==> config.mk <==
export PLATFORM = sky130hd
export DESIGN_NAME = fp_latency_tracker_flat
export DESIGN_NICKNAME = d
export VERILOG_FILES = /design/src/rtl/fp_latency_tracker_if.sv /design/src/rtl/fp_latency_tracker.sv /design/src/flat_wrapper.sv
export SDC_FILE = /design/constraint.sdc
export NUM_CORES = 1
export LEC_CHECK = 0
export ABC_CLOCK_PERIOD_IN_PS = 3600
export CAP_MARGIN = 30
export CORE_ASPECT_RATIO = 0.5
export CORE_MARGIN = 2
export CORE_UTILIZATION = 40
export DETAILED_ROUTE_END_ITERATION = 6
export HOLD_SLACK_MARGIN = 0.15
export PLACE_DENSITY = 0.83
export SLEW_MARGIN = 20
export SYNTH_ARGS = -nofsm -noshare
export SYNTH_HDL_FRONTEND = slang
export SYNTH_SLANG_ARGS = --single-unit
==> constraint.sdc <==
create_clock -name clock -period 3.6 [get_ports clock]
set_input_delay 0.9 -clock clock [delete_from_list [all_inputs] [get_ports clock]]
set_output_delay 0.9 -clock clock [all_outputs]
set_load 0.005 [all_outputs]
==> src/rtl/fp_latency_tracker_if.sv <==
// fp_latency_tracker_if: request/core/result signal bundle for fp_latency_tracker
//   clk_en/dataa/tag_in   : start request, operand and tag
//   core_en/core_data     : clock enable and operand to the wrapped core
//   core_result           : result coming back from the wrapped core
//   result/tag_out/done   : registered result, its tag and one-cycle done pulse
//   busy/inflight         : request would be rejected / outstanding op count
//   reject_err            : sticky flag for a dropped request
interface fp_latency_tracker_if #(
    parameter int WIDTH = 32,
    parameter int TAG_W = 2
);
    logic             clk_en;
    logic [WIDTH-1:0] dataa;
    logic [TAG_W-1:0] tag_in;
    logic             core_en;
    logic [WIDTH-1:0] core_data;
    logic [WIDTH-1:0] core_result;
    logic [WIDTH-1:0] result;
    logic [TAG_W-1:0] tag_out;
    logic             done;
    logic             busy;
    logic [6:0]       inflight;
    logic             reject_err;

    modport master (
        output clk_en, dataa, tag_in, core_result,
        input  core_en, core_data, result, tag_out, done, busy, inflight, reject_err
    );

    modport slave (
        input  clk_en, dataa, tag_in, core_result,
        output core_en, core_data, result, tag_out, done, busy, inflight, reject_err
    );
endinterface

==> src/rtl/fp_latency_tracker.sv <==
// fp_latency_tracker: valid/tag tracking wrapper around a fixed-latency core
//   clock : sole clock, rising edge
//   reset : synchronous active-high reset
//   bus   : request, core and result signals (see fp_latency_tracker_if)
module fp_latency_tracker #(
    parameter int WIDTH     = 32,
    parameter int LATENCY   = 17,
    parameter int TAG_W     = 2,
    parameter int PIPELINED = 0
) (
    input logic                  clock,
    input logic                  reset,
    fp_latency_tracker_if.slave  bus
);
    logic [LATENCY-1:0]         vld_q, vld_d;
    logic [LATENCY*TAG_W-1:0]   tag_q, tag_d;
    logic [LATENCY:0]           vld_ext;
    logic [(LATENCY+1)*TAG_W-1:0] tag_ext;
    logic [6:0]                 inflight_q, inflight_d;
    logic [WIDTH-1:0]           result_q, result_d;
    logic [TAG_W-1:0]           tag_out_q, tag_out_d;
    logic                       done_q, done_d;
    logic                       rej_q, rej_d;
    logic                       busy, accept, core_en, fire;

    always_comb begin
        busy       = (PIPELINED != 0) ? 1'b0 : (inflight_q != 7'd0);
        accept     = bus.clk_en & ~busy;
        core_en    = accept | (inflight_q != 7'd0);
        fire       = vld_q[LATENCY-1];
        // stage 0 takes the new accept flag/tag; the oldest stage falls off the top
        vld_ext    = {vld_q, accept};
        tag_ext    = {tag_q, bus.tag_in};
        vld_d      = core_en ? vld_ext[LATENCY-1:0] : vld_q;
        tag_d      = core_en ? tag_ext[LATENCY*TAG_W-1:0] : tag_q;
        inflight_d = inflight_q + 7'(accept) - 7'(fire);
        done_d     = fire;
        result_d   = fire ? bus.core_result : result_q;
        tag_out_d  = fire ? tag_q[LATENCY*TAG_W-1 -: TAG_W] : tag_out_q;
        rej_d      = rej_q | (bus.clk_en & busy);
    end

    always_ff @(posedge clock) begin
        if (reset) begin
            vld_q      <= '0;
            tag_q      <= '0;
            inflight_q <= '0;
            result_q   <= '0;
            tag_out_q  <= '0;
            done_q     <= 1'b0;
            rej_q      <= 1'b0;
        end else begin
            vld_q      <= vld_d;
            tag_q      <= tag_d;
            inflight_q <= inflight_d;
            result_q   <= result_d;
            tag_out_q  <= tag_out_d;
            done_q     <= done_d;
            rej_q      <= rej_d;
        end
    end

    assign bus.core_en    = core_en;
    assign bus.core_data  = bus.dataa;
    assign bus.result     = result_q;
    assign bus.tag_out    = tag_out_q;
    assign bus.done       = done_q;
    assign bus.busy       = busy;
    assign bus.inflight   = inflight_q;
    assign bus.reject_err = rej_q;
endmodule

==> src/flat_wrapper.sv <==
// flat-port wrapper written by rule: the top's interface ports become plain ports
module fp_latency_tracker_flat 
#(
    parameter int WIDTH     = 32,
    parameter int LATENCY   = 17,
    parameter int TAG_W     = 2,
    parameter int PIPELINED = 0
)
  (clock, reset, bus_clk_en, bus_dataa, bus_tag_in, bus_core_result, bus_core_en, bus_core_data, bus_result, bus_tag_out, bus_done, bus_busy, bus_inflight, bus_reject_err);
  fp_latency_tracker_if #(.WIDTH(WIDTH), .TAG_W(TAG_W)) bus_i ();
  input logic clock;
  input logic reset;
  input wire logic [$bits(bus_i.clk_en)-1:0] bus_clk_en;
  input wire logic [$bits(bus_i.dataa)-1:0] bus_dataa;
  input wire logic [$bits(bus_i.tag_in)-1:0] bus_tag_in;
  input wire logic [$bits(bus_i.core_result)-1:0] bus_core_result;
  output wire logic [$bits(bus_i.core_en)-1:0] bus_core_en;
  output wire logic [$bits(bus_i.core_data)-1:0] bus_core_data;
  output wire logic [$bits(bus_i.result)-1:0] bus_result;
  output wire logic [$bits(bus_i.tag_out)-1:0] bus_tag_out;
  output wire logic [$bits(bus_i.done)-1:0] bus_done;
  output wire logic [$bits(bus_i.busy)-1:0] bus_busy;
  output wire logic [$bits(bus_i.inflight)-1:0] bus_inflight;
  output wire logic [$bits(bus_i.reject_err)-1:0] bus_reject_err;
  assign bus_i.clk_en = bus_clk_en;
  assign bus_i.dataa = bus_dataa;
  assign bus_i.tag_in = bus_tag_in;
  assign bus_i.core_result = bus_core_result;
  assign bus_core_en = bus_i.core_en;
  assign bus_core_data = bus_i.core_data;
  assign bus_result = bus_i.result;
  assign bus_tag_out = bus_i.tag_out;
  assign bus_done = bus_i.done;
  assign bus_busy = bus_i.busy;
  assign bus_inflight = bus_i.inflight;
  assign bus_reject_err = bus_i.reject_err;
  fp_latency_tracker #(.WIDTH(WIDTH), .LATENCY(LATENCY), .TAG_W(TAG_W), .PIPELINED(PIPELINED)) u_core (.clock(clock), .reset(reset), .bus(bus_i));
endmodule
==> job_summary.md <==
### Yosys + OpenROAD results

| Metric | Value |
|---|---|
| Status | `complete, no violations` |
| Pre-CTS setup slack | `476 ps` |
| N_diodes | `0` |
| GRT overflow | `0` |
| Max Used Layer | `met4` |
| Final Max Tran Viols | `0` |
| Die Span Y | `73.1 um` |
| Fin worst setup slack | `480 ps` |
| Commonest cells post-synth | `nand2_1 (102), dfxtp_1 (94), a21oi_1 (54), nor2_1 (39), mux2i_1 (34)` |
| Layout Nets | `548` |
| FP Rows | `25` |
| Setup CP Type | `input pin to output pin` |
| Total clock sinks | `94` |
| Critical hold path startpoint | `u_core.tag_q[20]` |
| Logic area | `1480 um^2` |
| Antenna-violating nets left | `0` |
| Registers, synthesis | `94` |
| Routed WL | `7.86 mm` |
| Endpoint class of the critical path | `output pin` |
| Reg clk slew, reported paths | `60 ps` |
| CTS tree | `built` |
| Buf+Inv Stages, Crit Path | `3` |
| Hold_buf cts | `0` |
| Final setup fails | `0` |
| Biggest area cells | `dfxtp_1 (49%), nand2_1 (10%), mux2i_1 (8.9%), a21oi_1 (7.1%), buf_4 (6.5%)` |
| Met3 Usage GRT | `0.0440` |
| Seq pwr share | `0.423` |
| PortBufs | `81` |
| Main logic family | `simple AND/OR/NAND/NOR gates` |
| Critical Path AT | `2220 ps` |
| Period minus WS final | `3120 ps` |
==> final cells by class <==
class	instances	area share
flip-flops and latches	94	0.400
multi-input cells	268	0.314
repair buffers	85	0.180
clock buffers	13	0.0553
well taps	121	0.0322
clock inverters	3	0.00904
inverters	11	0.00878
==> worst max path at each step <==
stage,slack (ps),to,startpoint,cells after the start
after floorplan,1240,bus_core_en,bus_clk_en,4
after global placement,480,bus_core_en,bus_clk_en,4
after detailed placement,480,bus_core_en,bus_clk_en,4
after CTS,470,bus_core_en,bus_clk_en,4
after global routing,470,bus_core_en,bus_clk_en,4
final,480,bus_core_en,bus_clk_en,4
==> through the flow <==
stage          total power [mW]  std cells
2_1_floorplan              1.66        431
3_3_place_gp               1.74        579
3_5_place_dp               1.76        579
4_1_cts                    2.71        595
5_1_grt                    2.82        595
6_report                   2.68        595
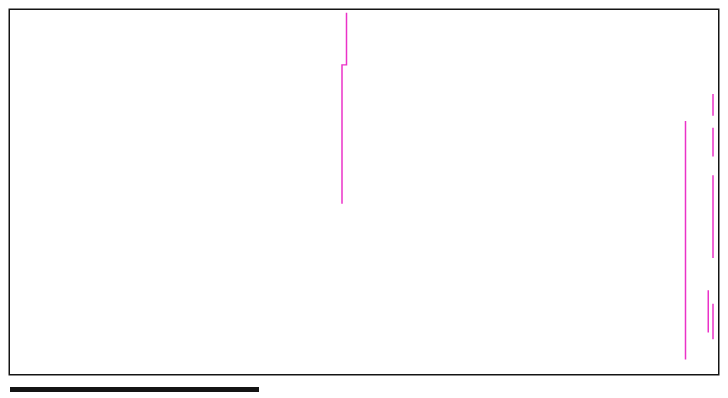
(met4 routing)
Bar = 50 um.
main direction = vertical
share of all routed wire = 1.6%
wire length on this layer = 127 um

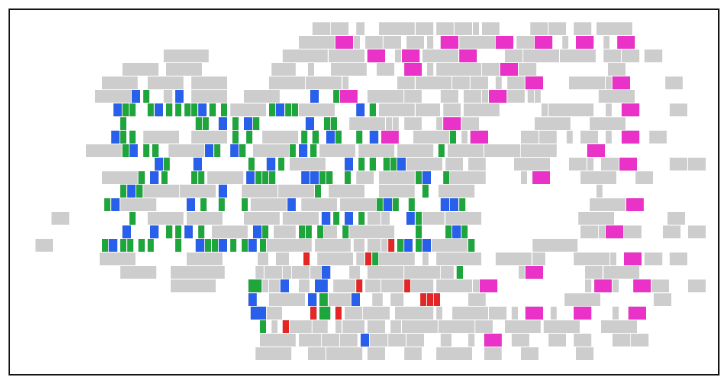
(logic cells by family)
inverting AOI/OAI gates -> blue  # cells 58
NAND gates -> green  # cells 105
multiplexers -> magenta  # cells 34
inverters -> red  # cells 11, where bottom middle

Power is estimated from default activity; no workload was simulated.
